**Metal 1**

Supply wires on this layer in gray.
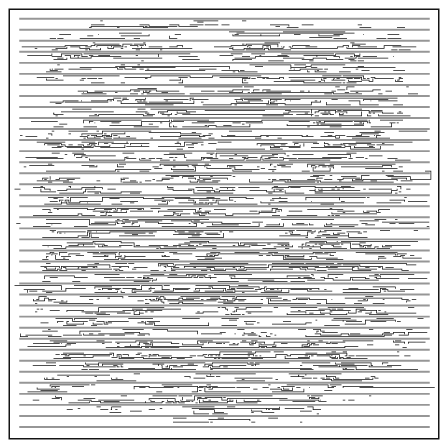
**Signal wires on met2**

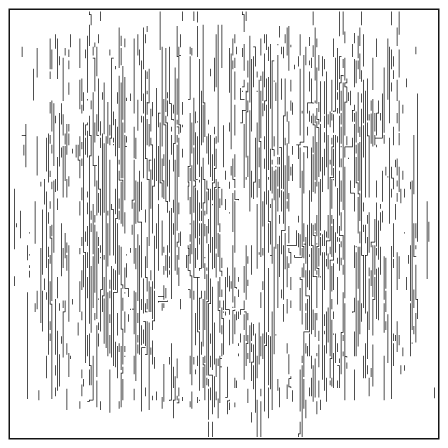
## config.mk

```make
export PLATFORM = sky130hd
export DESIGN_NAME = nx_node_output_emit
export DESIGN_NICKNAME = d
export VERILOG_FILES = /design/src/rtl/nx_node_output_emit_pkg.sv /design/src/rtl/nx_node_output_emit_lowest_set.sv /design/src/rtl/nx_node_output_emit.sv
export SDC_FILE = /design/constraint.sdc
export NUM_CORES = 1
export LEC_CHECK = 0
export CORE_MARGIN = 2
export CORE_UTILIZATION = 53
export CTS_CLUSTER_DIAMETER = 50
export DETAILED_ROUTE_END_ITERATION = 12
export PLACE_DENSITY_LB_ADDON = 0.05
export SETUP_SLACK_MARGIN = 0.3
export SLEW_MARGIN = 40
export SYNTH_ARGS = -nofsm -noshare
export SYNTH_HDL_FRONTEND = slang
export SYNTH_SLANG_ARGS = --single-unit
```

## constraint.sdc

```tcl
create_clock -name i_clk -period 2.4 [get_ports i_clk]
set_input_delay 0.24 -clock i_clk [delete_from_list [all_inputs] [get_ports i_clk]]
set_output_delay 0.24 -clock i_clk [all_outputs]
set_load 0.02 [all_outputs]
```

## src/rtl/nx_node_output_emit_pkg.sv

```systemverilog
// Shared types for the node output emitter: message bundle and emit FSM states.
// Optional feature macro used by the emitter: NX_OUTPUT_FORCE_EN.
package nx_node_output_emit_pkg;

    localparam int NX_OUTPUTS   = 32;
    localparam int OUTPUT_IDX_W = $clog2(NX_OUTPUTS);

    typedef struct packed {
        logic [OUTPUT_IDX_W-1:0] index;
        logic                    value;
    } output_msg_t;

    typedef enum logic [1:0] {
        EMIT_IDLE,
        EMIT_LOAD,
        EMIT_SEND
    } emit_state_t;

endpackage

```

## src/rtl/nx_node_output_emit_lowest_set.sv

```systemverilog
// nx_lowest_set: priority encoder returning the lowest set bit of a vector.
// Reusable; o_index is 0 when nothing is set.
module nx_lowest_set #(
    parameter int WIDTH = 32,
    parameter int IDX_W = $clog2(WIDTH)
) (
    input  logic [WIDTH-1:0] i_vec,
    output logic             o_found,
    output logic [IDX_W-1:0] o_index
);

    // Scan downward so the lowest set bit is the last one written.
    always_comb begin
        o_found = 1'b0;
        o_index = '0;
        for (int i = WIDTH - 1; i >= 0; i--) begin
            if (i_vec[i]) begin
                o_found = 1'b1;
                o_index = IDX_W'(i);
            end
        end
    end

endmodule

```

## src/rtl/nx_node_output_emit.sv

```systemverilog
// Snapshots core outputs on evaluation done and emits one {index,value}
// message per changed bit. Macro NX_OUTPUT_FORCE_EN: first capture emits all.
module nx_node_output_emit
    import nx_node_output_emit_pkg::*;
#(
    parameter int OUTPUTS = NX_OUTPUTS
) (
    input  logic               i_clk,
    input  logic               i_rst,
    input  logic [OUTPUTS-1:0] i_outputs,
    input  logic               i_core_idle,
    output output_msg_t        o_msg_data,
    output logic               o_msg_valid,
    input  logic               i_msg_ready,
    output logic               o_busy
);

    emit_state_t               r_state;
    emit_state_t               w_next;
    logic                      r_idle_q;
    logic                      r_retrig;
    logic [OUTPUTS-1:0]        r_snapshot;
    logic [OUTPUTS-1:0]        r_pending;
    logic [OUTPUTS-1:0]        r_last_sent;
    logic [OUTPUTS-1:0]        w_fresh;
    output_msg_t               r_msg;
    logic                      r_valid;
    logic                      w_done;
    logic                      w_capture;
    logic                      w_accept;
    logic                      w_found;
    logic [OUTPUT_IDX_W-1:0]   w_idx;
`ifdef NX_OUTPUT_FORCE_EN
    logic                      r_seeded;
`endif

    nx_lowest_set #(
        .WIDTH (OUTPUTS),
        .IDX_W (OUTPUT_IDX_W)
    ) u_lowest (
        .i_vec   (r_pending),
        .o_found (w_found),
        .o_index (w_idx)
    );

    assign w_done    = i_core_idle && !r_idle_q;
    assign w_capture = (r_state == EMIT_IDLE) && (w_done || r_retrig);
    assign w_accept  = (r_state == EMIT_SEND) && r_valid && i_msg_ready;

`ifdef NX_OUTPUT_FORCE_EN
    assign w_fresh = r_seeded ? (i_outputs ^ r_last_sent) : '1;
`else
    assign w_fresh = i_outputs ^ r_last_sent;
`endif

    always_ff @(posedge i_clk) begin
        if (i_rst) r_state <= EMIT_IDLE;
        else       r_state <= w_next;
    end

    always_comb begin
        w_next = r_state;
        case (r_state)
            EMIT_IDLE: if (w_capture) w_next = EMIT_LOAD;
            EMIT_LOAD: w_next = w_found ? EMIT_SEND : EMIT_IDLE;
            EMIT_SEND: if (w_accept) w_next = EMIT_LOAD;
            default:   w_next = EMIT_IDLE;
        endcase
    end

    always_comb begin
        o_busy      = (r_state != EMIT_IDLE) || r_retrig;
        o_msg_valid = r_valid;
        o_msg_data  = r_msg;
    end

    always_ff @(posedge i_clk) begin
        if (i_rst) begin
            r_idle_q    <= 1'b1;
            r_retrig    <= 1'b0;
            r_snapshot  <= '0;
            r_pending   <= '0;
            r_last_sent <= '0;
            r_msg       <= '0;
            r_valid     <= 1'b0;
`ifdef NX_OUTPUT_FORCE_EN
            r_seeded    <= 1'b0;
`endif
        end else begin
            r_idle_q <= i_core_idle;
            if (w_capture) begin
                r_snapshot <= i_outputs;
                r_pending  <= w_fresh;
                r_retrig   <= 1'b0;
`ifdef NX_OUTPUT_FORCE_EN
                r_seeded   <= 1'b1;
`endif
            end else if (w_done && r_state != EMIT_IDLE) begin
                r_retrig <= 1'b1;
            end
            if (r_state == EMIT_LOAD && w_found) begin
                r_msg.index <= w_idx;
                r_msg.value <= r_snapshot[w_idx];
                r_valid     <= 1'b1;
            end
            // Capture and accept live in different states, never collide.
            if (w_accept) begin
                r_valid                  <= 1'b0;
                r_pending[r_msg.index]   <= 1'b0;
                r_last_sent[r_msg.index] <= r_snapshot[r_msg.index];
            end
        end
    end

endmodule

```

==> summary.txt <==
Implementation summary

Per the finish-stage timing summary, setup violations number 1. The endpoint of the worst register-to-register path is o_msg_data[0]$_SDFFE_PP0P_. For this run, design rule violations remaining after detail routing come to 0. The sink count of the clock tree is 107. Yosys reported that registers with async set or reset make up 0. The cell type that accounts for the most area after synthesis is sky130_fd_sc_hd__dfxtp_1. The finished cells cover 6590 um^2. The cell count after synthesis came out at 628.

The total length of routed wires is 15500 um. Detailed-route iteration 0 reported a violation count of 310. The total area of sequential cells is 2160 um^2. The OpenROAD report gives the critical path a data arrival time of 2.67 ns. The die height is 106 um.

The final tally of hold violations is 0. The flow ran to the end, but the final reports show violations. The area recorded from the Yosys report for this design is 5460 um^2. The most crowded layer after global routing is met2. The number of port buffers is 43. Of the synthesized area, sequential elements account for 0.392.

The placement row count is 37. The count of fill cells added during filler insertion is 886. The net count reported at finish is 720.

The synthesized netlist contains 56 unique library cells. The launching point of the worst reg2reg path is r_pending[23]$_SDFF_PP0_. The share of Yosys cell area claimed by the top area cell type is 0.392. The worst setup path is captured at a flop.

The global-route usage over all layers is 0.283. The final reports fail on negative setup slack. The script computed the net switching share of total power as 0.282.

The total clock buffers created by CTS is 9. For this block, the via count after detailed routing is 4841. Per the synthesis report, the XOR/XNOR share of the synthesized area is 0.0513. The remaining global-route overflow is 0.

For this run the top cell type by instance count after synthesis was sky130_fd_sc_hd__dfxtp_1. The TritonCTS clock tree is done. The worst path in the final design needs a cycle of 2.41 ns, including I/O delays and setup. The register bit total from synthesis is 107. The first global-routing pass estimated 24700 um of wire.

The area fraction in and, or, nand and nor cells after synthesis is 0.229. The power per cell area is 594 nW/um^2. The synthesized area divided by synthesized cell count is 8.70 um^2.

In this run the maximum-capacitance check reported violations numbering 0. Setup repair after global routing could not meet its margin everywhere. The path type of the worst setup path is flop to flop.

Looking at the critical path, the highest net fanout was 5. The post-synth design cell area is 5460 um^2. Per the post-run analysis, buffers plus inverters along the critical path come to 1. The floorplan step records an initial core utilization of 0.536.

The count of tool warnings is 29. The post-detailed-route via-to-cell ratio is 5.88. By area the synthesized netlist is led by sky130_fd_sc_hd__dfxtp_1 39%, sky130_fd_sc_hd__mux2i_1 8.4%, sky130_fd_sc_hd__nor2_1 6.3%.

Per the power-grid run, VDD falls by no more than 0.397 mV. The power dissipated by switching net loads is 1110 uW. The combinational family with the most area after synthesis is simple AND/OR/NAND/NOR gates. The number of antenna-violating nets in the routed design is 0. The pin closest to its max-slew limit shows a slew of 0.765 ns. The highest clock rate is 415 MHz.

Per the slew report, the remaining headroom to the max-slew limit stands at 0.490. The start point of the worst min-delay path is i_rst. The number of antenna violations at the first check in global routing is 0. The number of buffers added for setup after CTS is 3. Counting pins that exceed their max-slew limit in the final report gives 0. The synthesis log from Yosys contains 0 warnings. The number of global-route vias before repair is 4743. The x dimension of the die is 106 um. The routed design uses 818 um of met3 wire. The number of H-tree levels is 3. The total of hold buffers inserted after clock tree synthesis is 0. The routed length on met1 is 6890 um. The met2 track utilization from global routing is 0.473. The area of the placeable core is 10200 um^2. Of the total synthesized cell area, the portion taken by AND-OR and OR-AND cells is 0.156. Entering global routing, the biggest net connects 51 pins. The minimum setup slack in the final design is -0.00900 ns.
## Picture notes: 'metal 1'
nets with wire on the layer = 677
main direction = horizontal

## Picture notes: 'signal wires on met2'
nets with wire on the layer = 618
longest straight run = 52.0 um
wire length on this layer = 7590 um

[worst max path at each step]
stage                                  to                     start  cells after the start  slack, ns
2_1_floorplan  o_msg_data[0]$_SDFFE_PP0P_  r_pending[18]$_SDFF_PP0_                      9       0.07
3_3_place_gp   o_msg_data[0]$_SDFFE_PP0P_  r_pending[21]$_SDFF_PP0_                      8       0.03
3_5_place_dp   o_msg_data[0]$_SDFFE_PP0P_  r_pending[21]$_SDFF_PP0_                      8      -0.06
4_1_cts        o_msg_data[0]$_SDFFE_PP0P_  r_pending[18]$_SDFF_PP0_                      9       0.04
5_1_grt        o_msg_data[0]$_SDFFE_PP0P_   r_pending[6]$_SDFF_PP0_                      8      -0.11
6_report       o_msg_data[0]$_SDFFE_PP0P_  r_pending[23]$_SDFF_PP0_                      9     -0.009
[final cells by class]
type | instances | area share
sequential | 107 | 0.327
timing repair buffer | 82 | 0.121
tap | 136 | 0.0258
clock inverter | 2 | 0.00532
inverter | 16 | 0.00911
clock buffer | 13 | 0.0241
multi-input combinational | 468 | 0.487
[power by group through the flow]
stage                     combinational, uW  sequential [uW]  clock [uW]
after floorplan                         505             1930           0
after global placement                  777             1940           0
after detailed placement                785             1950           0
after CTS                               835             1910        1150
after global routing                    953             1920        1220
final                                   886             1910        1120
[through the flow]
stage | cells | total power [uW] | setup slack [ns]
after global placement | 804 | 2720 | 0.0348
after floorplan | 628 | 2430 | 0.0723
final | 824 | 3920 | -0.00900
after CTS | 822 | 3890 | 0.0407
after global routing | 824 | 4090 | -0.110
after detailed placement | 804 | 2730 | -0.0590
[kinds of logic (layout without fill, tap and decap cells)]
kind of cell           Yosys count  in the layout
AND/OR/NAND/NOR                261            261
AND-OR/OR-AND                  117            117
flip-flops                     107            107
multiplexers                    58             58
buffers and inverters           53            113
XOR/XNOR                        32             32
Power and IR drop assume default switching activity.
